<file path="src/rtl/can_fc_pkg.sv">
// Shared fault-confinement definitions for the CAN error counters (REC/TEC).
package can_fc_pkg;

  localparam int MODE_REC = 0;
  localparam int MODE_TEC = 1;

  localparam int DEF_INC_BIG     = 8;
  localparam int DEF_WARN_TH     = 96;
  localparam int DEF_PASSIVE_TH  = 128;
  localparam int DEF_BUSOFF_TH   = 256;
  localparam int DEF_REC_RESTORE = 119;
  localparam int DEF_RECOV_SEQ   = 128;

  typedef enum logic {
    FC_ACTIVE = 1'b0,
    FC_BUSOFF = 1'b1
  } fc_state_e;

  // Smallest r such that 2**r >= value.
  function automatic int clog2(input int value);
    int r;
    r = 0;
    for (int i = 0; i < 32; i++) begin
      if ((1 << r) < value) r = r + 1;
    end
    return r;
  endfunction

endpackage

</file>
<file path="src/rtl/can_req_edge.sv">
// Request deglitch: a level request is accepted once, then must drop for a
// cycle before another acceptance is possible.
module can_req_edge #(
  parameter int N_REQ = 3
) (
  input  logic             clock,
  input  logic             reset,
  input  logic             clear,
  input  logic [N_REQ-1:0] req_i,
  output logic             accept_o
);
  import can_fc_pkg::*;

  logic act;
  logic armed_q;
  logic armed_d;

  assign act      = |req_i;
  assign accept_o = act & armed_q;
  // Any active cycle disarms; only an idle cycle re-arms.
  assign armed_d  = ~act;

  always_ff @(posedge clock) begin
    if (!reset) begin
      armed_q <= 1'b1;
    end else if (clear) begin
      armed_q <= 1'b1;
    end else begin
      armed_q <= armed_d;
    end
  end

endmodule

</file>
<file path="src/rtl/can_errcnt_gen.sv">
// CAN fault-confinement error counter; REC (MODE=0) or TEC (MODE=1) with
// threshold status and, for TEC, bus-off recovery on 11-recessive-bit pulses.
module can_errcnt_gen
  import can_fc_pkg::*;
#(
  parameter int CNT_W       = 9,
  parameter int MODE        = MODE_REC,
  parameter int INC_BIG     = DEF_INC_BIG,
  parameter int WARN_TH     = DEF_WARN_TH,
  parameter int PASSIVE_TH  = DEF_PASSIVE_TH,
  parameter int BUSOFF_TH   = DEF_BUSOFF_TH,
  parameter int REC_RESTORE = DEF_REC_RESTORE,
  parameter int RECOV_SEQ   = DEF_RECOV_SEQ,
  localparam int RW         = clog2(RECOV_SEQ + 1)
) (
  input  logic             clock,
  input  logic             reset,
  input  logic             clear,
  input  logic             inc_one,
  input  logic             inc_big,
  input  logic             dec_one,
  input  logic             rec11,
  output logic [CNT_W-1:0] count,
  output logic [7:0]       count8,
  output logic             lt_warn,
  output logic             ge_warn,
  output logic             ge_passive,
  output logic             busoff,
  output logic             recov_done,
  output fc_state_e        dbg_state,
  output logic [RW-1:0]    dbg_recov_cnt
);

  localparam logic [CNT_W-1:0] WARN_C     = CNT_W'(WARN_TH);
  localparam logic [CNT_W-1:0] PASSIVE_C  = CNT_W'(PASSIVE_TH);
  localparam logic [CNT_W-1:0] BUSOFF_C   = CNT_W'(BUSOFF_TH);
  localparam logic [CNT_W-1:0] RESTORE_C  = CNT_W'(REC_RESTORE);
  localparam logic [CNT_W-1:0] BIG_C      = CNT_W'(INC_BIG);
  localparam logic [CNT_W-1:0] LEGACY_MAX = CNT_W'(255);
  localparam logic [RW-1:0]    RECOV_LAST = RW'(RECOV_SEQ - 1);

  if (!(WARN_TH < PASSIVE_TH)) begin : g_chk_warn
    $error("can_errcnt_gen: WARN_TH must be below PASSIVE_TH");
  end
  if (MODE == MODE_TEC && BUSOFF_TH > (2 ** CNT_W) - 1) begin : g_chk_busoff
    $error("can_errcnt_gen: BUSOFF_TH does not fit in CNT_W");
  end
  if (!(REC_RESTORE < PASSIVE_TH)) begin : g_chk_restore
    $error("can_errcnt_gen: REC_RESTORE must be below PASSIVE_TH");
  end

  fc_state_e        state_q, state_d;
  logic [CNT_W-1:0] count_q, count_d;
  logic [RW-1:0]    recov_q, recov_d;
  logic             done_q, done_d;
  logic             accept;
  logic [CNT_W-1:0] step;
  logic [CNT_W:0]   sum;
  logic [CNT_W-1:0] inc_val;
  logic             inc_hold;

  can_req_edge #(.N_REQ(3)) u_req_edge (
    .clock    (clock),
    .reset    (reset),
    .clear    (clear),
    .req_i    ({inc_one, inc_big, dec_one}),
    .accept_o (accept)
  );

  assign step     = inc_one ? CNT_W'(1) : BIG_C;
  assign sum      = {1'b0, count_q} + {1'b0, step};
  assign inc_val  = sum[CNT_W] ? '1 : sum[CNT_W-1:0];
  // REC keeps the 9-bit legacy behaviour: no further increments above 255.
  assign inc_hold = (MODE == MODE_REC) && (count_q > LEGACY_MAX);

  always_comb begin
    state_d = state_q;
    count_d = count_q;
    recov_d = recov_q;
    done_d  = 1'b0;
    if (state_q == FC_ACTIVE) begin
      if (accept) begin
        if (dec_one) begin
          // A decrement at zero still consumes the request.
          if (count_q != '0) begin
            if (MODE == MODE_REC && count_q >= PASSIVE_C) count_d = RESTORE_C;
            else                                           count_d = count_q - 1'b1;
          end
        end else if (!inc_hold) begin
          count_d = inc_val;
          if (MODE == MODE_TEC && inc_val >= BUSOFF_C) state_d = FC_BUSOFF;
        end
      end
    end else begin
      if (rec11) begin
        if (recov_q == RECOV_LAST) begin
          count_d = '0;
          recov_d = '0;
          state_d = FC_ACTIVE;
          done_d  = 1'b1;
        end else begin
          recov_d = recov_q + 1'b1;
        end
      end
    end
  end

  always_ff @(posedge clock) begin
    if (!reset || clear) begin
      state_q <= FC_ACTIVE;
      count_q <= '0;
      recov_q <= '0;
      done_q  <= 1'b0;
    end else begin
      state_q <= state_d;
      count_q <= count_d;
      recov_q <= recov_d;
      done_q  <= done_d;
    end
  end

  assign busoff        = (state_q == FC_BUSOFF);
  assign count         = count_q;
  assign count8        = (count_q > LEGACY_MAX) ? 8'hFF : count_q[7:0];
  assign ge_warn       = busoff | (count_q >= WARN_C);
  assign lt_warn       = ~ge_warn;
  assign ge_passive    = busoff | (count_q >= PASSIVE_C);
  assign recov_done    = done_q;
  assign dbg_state     = state_q;
  assign dbg_recov_cnt = recov_q;

endmodule

</file>
<file path="config.mk">
export PLATFORM = sky130hd
export DESIGN_NAME = can_errcnt_gen
export DESIGN_NICKNAME = d
export VERILOG_FILES = /design/src/rtl/can_fc_pkg.sv /design/src/rtl/can_req_edge.sv /design/src/rtl/can_errcnt_gen.sv
export SDC_FILE = /design/constraint.sdc
export NUM_CORES = 1
export LEC_CHECK = 0
export ABC_AREA = 1
export CAP_MARGIN = 20
export CORE_ASPECT_RATIO = 1.1
export CORE_MARGIN = 4
export CORE_UTILIZATION = 45
export DETAILED_ROUTE_END_ITERATION = 10
export PLACE_DENSITY = 0.73
export SYNTH_ARGS = -nofsm -noshare
export SYNTH_HDL_FRONTEND = slang
export SYNTH_SLANG_ARGS = --single-unit
export TNS_END_PERCENT = 30
</file>
<file path="constraint.sdc">
create_clock -name clock -period 2.2 [get_ports clock]
set_clock_uncertainty 0.1 [all_clocks]
set_input_delay 0.44 -clock clock [delete_from_list [all_inputs] [get_ports clock]]
set_output_delay 0.44 -clock clock [all_outputs]
set_load 0.005 [all_outputs]
</file>
Figure 1. Met1 routing (run 1).
The bar under the picture is 20 um long.
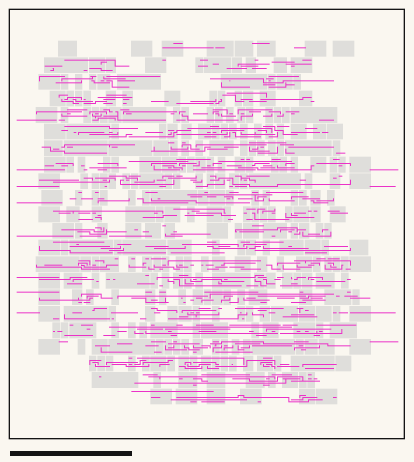
longest straight run = 29.9 um
main direction = horizontal
share of all routed wire = 45%
nets with wire on the layer = 308
routed vias: 1843
final WL: 4560 um

Figure 2. M2 wires (run 1).
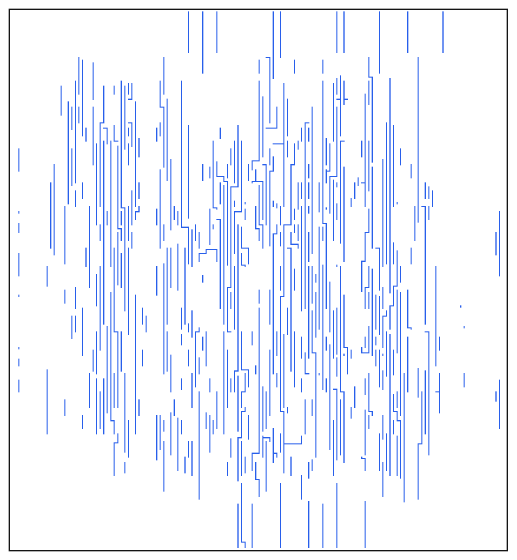
main direction = vertical
share of all routed wire = 51%
longest straight run = 27.9 um
met2 GRT Util: 0.366

Figure 3. Signal wires on met3 (run 1).
The bar under the picture is 20 um long.
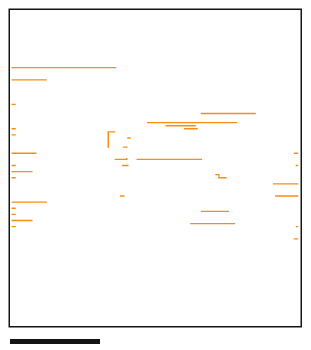
longest straight run = 23.0 um
share of all routed wire = 3.4%
nets with wire on the layer = 31
wire length on this layer = 154 um

Figure 4. Drive-strength map (run 1).
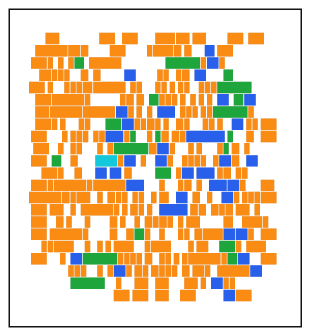
blue -> drive 3 to 4  # cells 35
orange -> drive 1 or less  # cells 271
cyan -> drive 6 and up  # cells 1
green -> drive 2  # cells 20
Area growth syn-to-layout: 39.2%
fin area: 0.00221 mm2
setup ws final: 0.0949 ns
number of non-clock buffers: 61

==> results.txt, run 1 <==
die x size - 64.6 um
post-synth cell types - 27
Psw - 0.404 mW
FF/Latch Area - 412 um2
unrepaired setup endpoints after global routing - no
DR iter-0 viols - 94
CTS tree - yes
Req. time, crit path - 1.66 ns
Sink Count - 20
htree depth - 1
CP max FO - 7
Synth Instances - 269
Yosys Instances - 269
commonest cells in the synthesized netlist - 78 x nand2_1, 59 x nor2_1, 32 x inv_1, 25 x nand3_1, 20 x dfxtp_1
Setup crit end kind - output port
multiplexer area fraction after synthesis - 0
Tool Warnings - 28
Die Area - 0.00454 mm2
DRC violations left - 0
comb pwr - 0.479 mW
Dominant cell area share - 0.252
met3 usage - 0.0177
Inverters, non-clock - 34
clk cell area share - 0.0164
Synth top cell by count - nand2_1
PostCTS Resize Cnt - 17
hold_buf cts - 0
ys flop type - dfxtp_1
WL/cell - 12.2 um
mapped cell area - 0.00159 mm2
fa+ha+maj area frac - 0.0473
Post-synth EDFFs - 0
chip height - 70.3 um
gr busiest metal - met2
Clk. pwr - 0.231 mW
post-route insts no fill - 375
crit-path leading delay family - flip-flops
Latency at later pin - 0.31 ns
ys async rst share - 0
Boundary Pins - 38
antenna viol nets, final - 0
Pre-Repair DR Iteration Count - 4
core region area - 0.00336 mm2
Buffers on Ports - 37
Setup Buffers After CTS - 1
Worst Max-Slew Pin Slew - 0.485 ns
Slew Limit Headroom - 0.673
CTS root buf - clkbuf_4
sequential share of cell area - 0.186
dpl ws - -0.109 ns
sequential area share after synthesis - 0.252
maximum number of pins on one net before global-route repair - 17
P_leak - 1.13 nW
Crit Reg-Reg Endpoint - count[2]
clkbuf count - 4
internal power - 0.702 mW
most frequent cells in the layout - 77 x nand2_1, 56 x nor2_1, 29 x inv_1, 28 x clkdlybuf4s50_1
vias in the first global route - 1775
n_taps - 48
Critical Path Start - count[4]
TNS Setup - 0 ns
global-route wire length before repair - 7740 um
clk slew on worst S/H paths - 0.13 ns
GR Util All Layers - 0.211
# Max-Cap Violations - 0
Yosys Chip Area - 0.00159 mm2
Pwr Total - 1.11 mW
n_diodes - 0
hold_sp - dbg_recov_cnt[4]
Max Clk Rate - 0.475 GHz
Worst path depth - 6
Combinational Power Share - 0.432
placed insts - 370
Final Util - 0.658
post-DP HPWL - 3670 um
Critical Path, Cell by Cell - inv_1, nor2_4, nand3_2, a31o_4, nand3_1, dlygate4sd2_1
Min Clock Period, post-route - 2.11 ns
Simple-Gate Area Share - 0.492
power density cells - 501 mW/mm2
Seq. pwr - 0.397 mW
registers - 20
run status - completed
maximum vdd drop - 0.000355 V
Comb/total area - 0.463
Starting Density - 0.472
cell count of the worst reg-to-reg path - 12
Synth Area per Inst - 5.90 um2
share of post-route cells with drive strength above 1 - 0.171
clock network power share - 0.209
syn_nets - 282
HP Class - reg -> reg
aoi share - 0.0513
Hold EP - dbg_recov_cnt[4]
WS Path Type - reg -> out
Hold Crit Depth - 2
clock buffer depth - 2
vias per cell - 4.91
Dominant comb cell - simple AND/OR/NAND/NOR gates
hold slack final - 0.452 ns
largest class - multi-input combinational cells
Max stage delay on crit path - 0.38 ns
worst path arrival time - 1.57 ns
met3 WL - 153 um
Reg2Reg Setup Slack - 0.23 ns
Largest register FFs - 9
multi-input gates - 208
r2r startpoint - count[0]
Critical Path Start Type - register
worst path bufs/invs - 2
Commonest Layout Cell - nand2_1
final setup violation count - 0
Reg power frac - 0.359
Core Rows - 22
Final Hold Fails - 0
initial antenna violation count - 0
Synth Warn # - 0
number of CTS-inserted buffers - 3
xor/xnor share of the synthesized area - 0.0331
DR top layer - met4
Final Max Tran Viols - 0
Flops after synth - 20
routability cong. - 0.886
Layout fillers - 341
cell taking the most area after synthesis - dfxtp_1
Worst Setup EP - count8[4]
NonClk Buf Share - 0.248
Placed Area - 0.00212 mm2
final worst-path cycle share - 0.957
M1 GR Usage - 0.275
total global routing overflow - 0
met1 wire length - 2060 um
Layout Nets - 341
area of the multi-input gates - 0.00102 mm2
DR WL met2 - 2310 um
Pwr top - combinational cells
## Run 2: what changed since run 1
CORE_UTILIZATION = 40   (was 45)
PLACE_DENSITY = 0.67   (was 0.73)
clock period = 2.3 ns   (was 2.2 ns; I/O delays follow)
Figure 5. M2 wires (run 2).
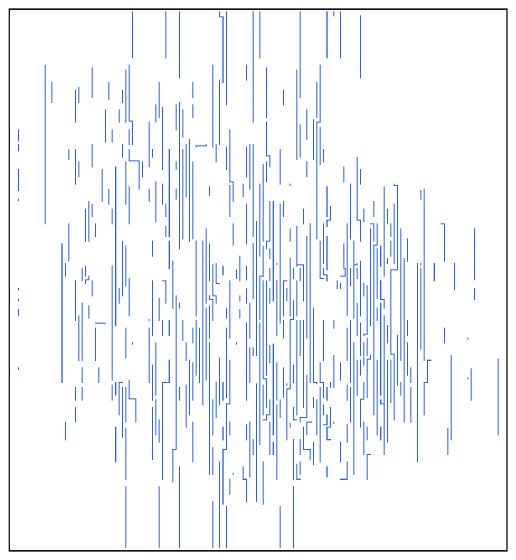
longest straight run = 27.2 um
nets with wire on the layer = 264
main direction = vertical
share of all routed wire = 47%
wire length on this layer = 2130 um

==> results.txt, run 2 <==
unrepaired setup endpoints after global routing - no
Inverters, non-clock - 34
met1 wire length - 2110 um
TNS Setup - 0 ns
multiplexer area fraction after synthesis - 0
Crit Reg-Reg Endpoint - count[7]
PostCTS Resize Cnt - 17
Commonest Layout Cell - nand2_1
fa+ha+maj area frac - 0.0473
xor/xnor share of the synthesized area - 0.0331
gr busiest metal - met2
Slew Limit Headroom - 0.855
Min Clock Period, post-route - 2.21 ns
cell taking the most area after synthesis - dfxtp_1
clk cell area share - 0.0323
sequential share of cell area - 0.186
vias per cell - 4.78
WL/cell - 12.0 um
HP Class - reg -> reg
Psw - 0.400 mW
Dominant comb cell - simple AND/OR/NAND/NOR gates
WS Path Type - reg -> out
Req. time, crit path - 1.74 ns
DR iter-0 viols - 116
GR Util All Layers - 0.196
Critical Path, Cell by Cell - inv_1, nand2_1, nor2_4, inv_1, nor2_1, inv_1, clkdlybuf4s50_1
Final Max Tran Viols - 0
maximum number of pins on one net before global-route repair - 17
ys async rst share - 0
Die Area - 0.00504 mm2
htree depth - 1
worst path arrival time - 1.65 ns
post-route insts no fill - 375
final worst-path cycle share - 0.960
syn_nets - 282
Setup crit end kind - output port
n_diodes - 0
Yosys Instances - 269
Buffers on Ports - 37
Pwr top - combinational cells
Dominant cell area share - 0.252
Worst Setup EP - ge_warn
global-route wire length before repair - 7580 um
Latency at later pin - 0.27 ns
Sink Count - 20
routability cong. - 0.935
Largest register FFs - 9
Area growth syn-to-layout - 39.2%
DRC violations left - 0
Combinational Power Share - 0.372
Reg power frac - 0.317
Critical Path Start - count[7]
Max Clk Rate - 0.453 GHz
Final Util - 0.590
crit-path leading delay family - buffers and inverters
post-synth cell types - 27
met2 GRT Util - 0.328
multi-input gates - 208
Yosys Chip Area - 0.00159 mm2
Boundary Pins - 38
most frequent cells in the layout - 78 x nand2_1, 58 x nor2_1, 32 x inv_1, 29 x clkdlybuf4s50_1, 25 x nand3_1
Worst Max-Slew Pin Slew - 0.216 ns
ys flop type - dfxtp_1
met3 WL - 184 um
Final Hold Fails - 0
commonest cells in the synthesized netlist - 78 x nand2_1, 59 x nor2_1, 32 x inv_1, 25 x nand3_1, 20 x dfxtp_1
Placed Area - 0.00209 mm2
dpl ws - -0.0268 ns
Critical Path Start Type - register
Core Rows - 23
run status - completed
Pre-Repair DR Iteration Count - 5
routed vias - 1792
CP max FO - 6
FF/Latch Area - 412 um2
fin area - 0.00221 mm2
final setup violation count - 0
CTS tree - yes
# Max-Cap Violations - 0
Seq. pwr - 0.381 mW
Synth Instances - 269
CTS root buf - clkbuf_8
registers - 20
NonClk Buf Share - 0.240
Synth Warn # - 0
sequential area share after synthesis - 0.252
largest class - multi-input combinational cells
Setup Buffers After CTS - 4
power density cells - 545 mW/mm2
mapped cell area - 0.00159 mm2
hold slack final - 0.436 ns
Tool Warnings - 27
M1 GR Usage - 0.261
Synth Area per Inst - 5.90 um2
clkbuf count - 3
area of the multi-input gates - 0.00101 mm2
antenna viol nets, final - 0
worst path bufs/invs - 4
DR WL met2 - 2130 um
placed insts - 367
aoi share - 0.0513
Post-synth EDFFs - 0
Hold Crit Depth - 2
number of CTS-inserted buffers - 3
post-DP HPWL - 3470 um
Worst path depth - 7
final WL - 4510 um
cell count of the worst reg-to-reg path - 12
clock buffer depth - 2
chip height - 74.1 um
die x size - 68.0 um
Layout fillers - 380
initial antenna violation count - 0
n_taps - 50
Layout Nets - 339
share of post-route cells with drive strength above 1 - 0.145
Pwr Total - 1.20 mW
Starting Density - 0.424
vias in the first global route - 1762
number of non-clock buffers - 59
P_leak - 1.12 nW
setup ws final - 0.0920 ns
total global routing overflow - 0
r2r startpoint - count[0]
internal power - 0.803 mW
maximum vdd drop - 0.000305 V
clock network power share - 0.312
hold_sp - dbg_recov_cnt[1]
Max stage delay on crit path - 0.44 ns
Synth top cell by count - nand2_1
Clk. pwr - 0.375 mW
Power and IR drop assume default switching activity.
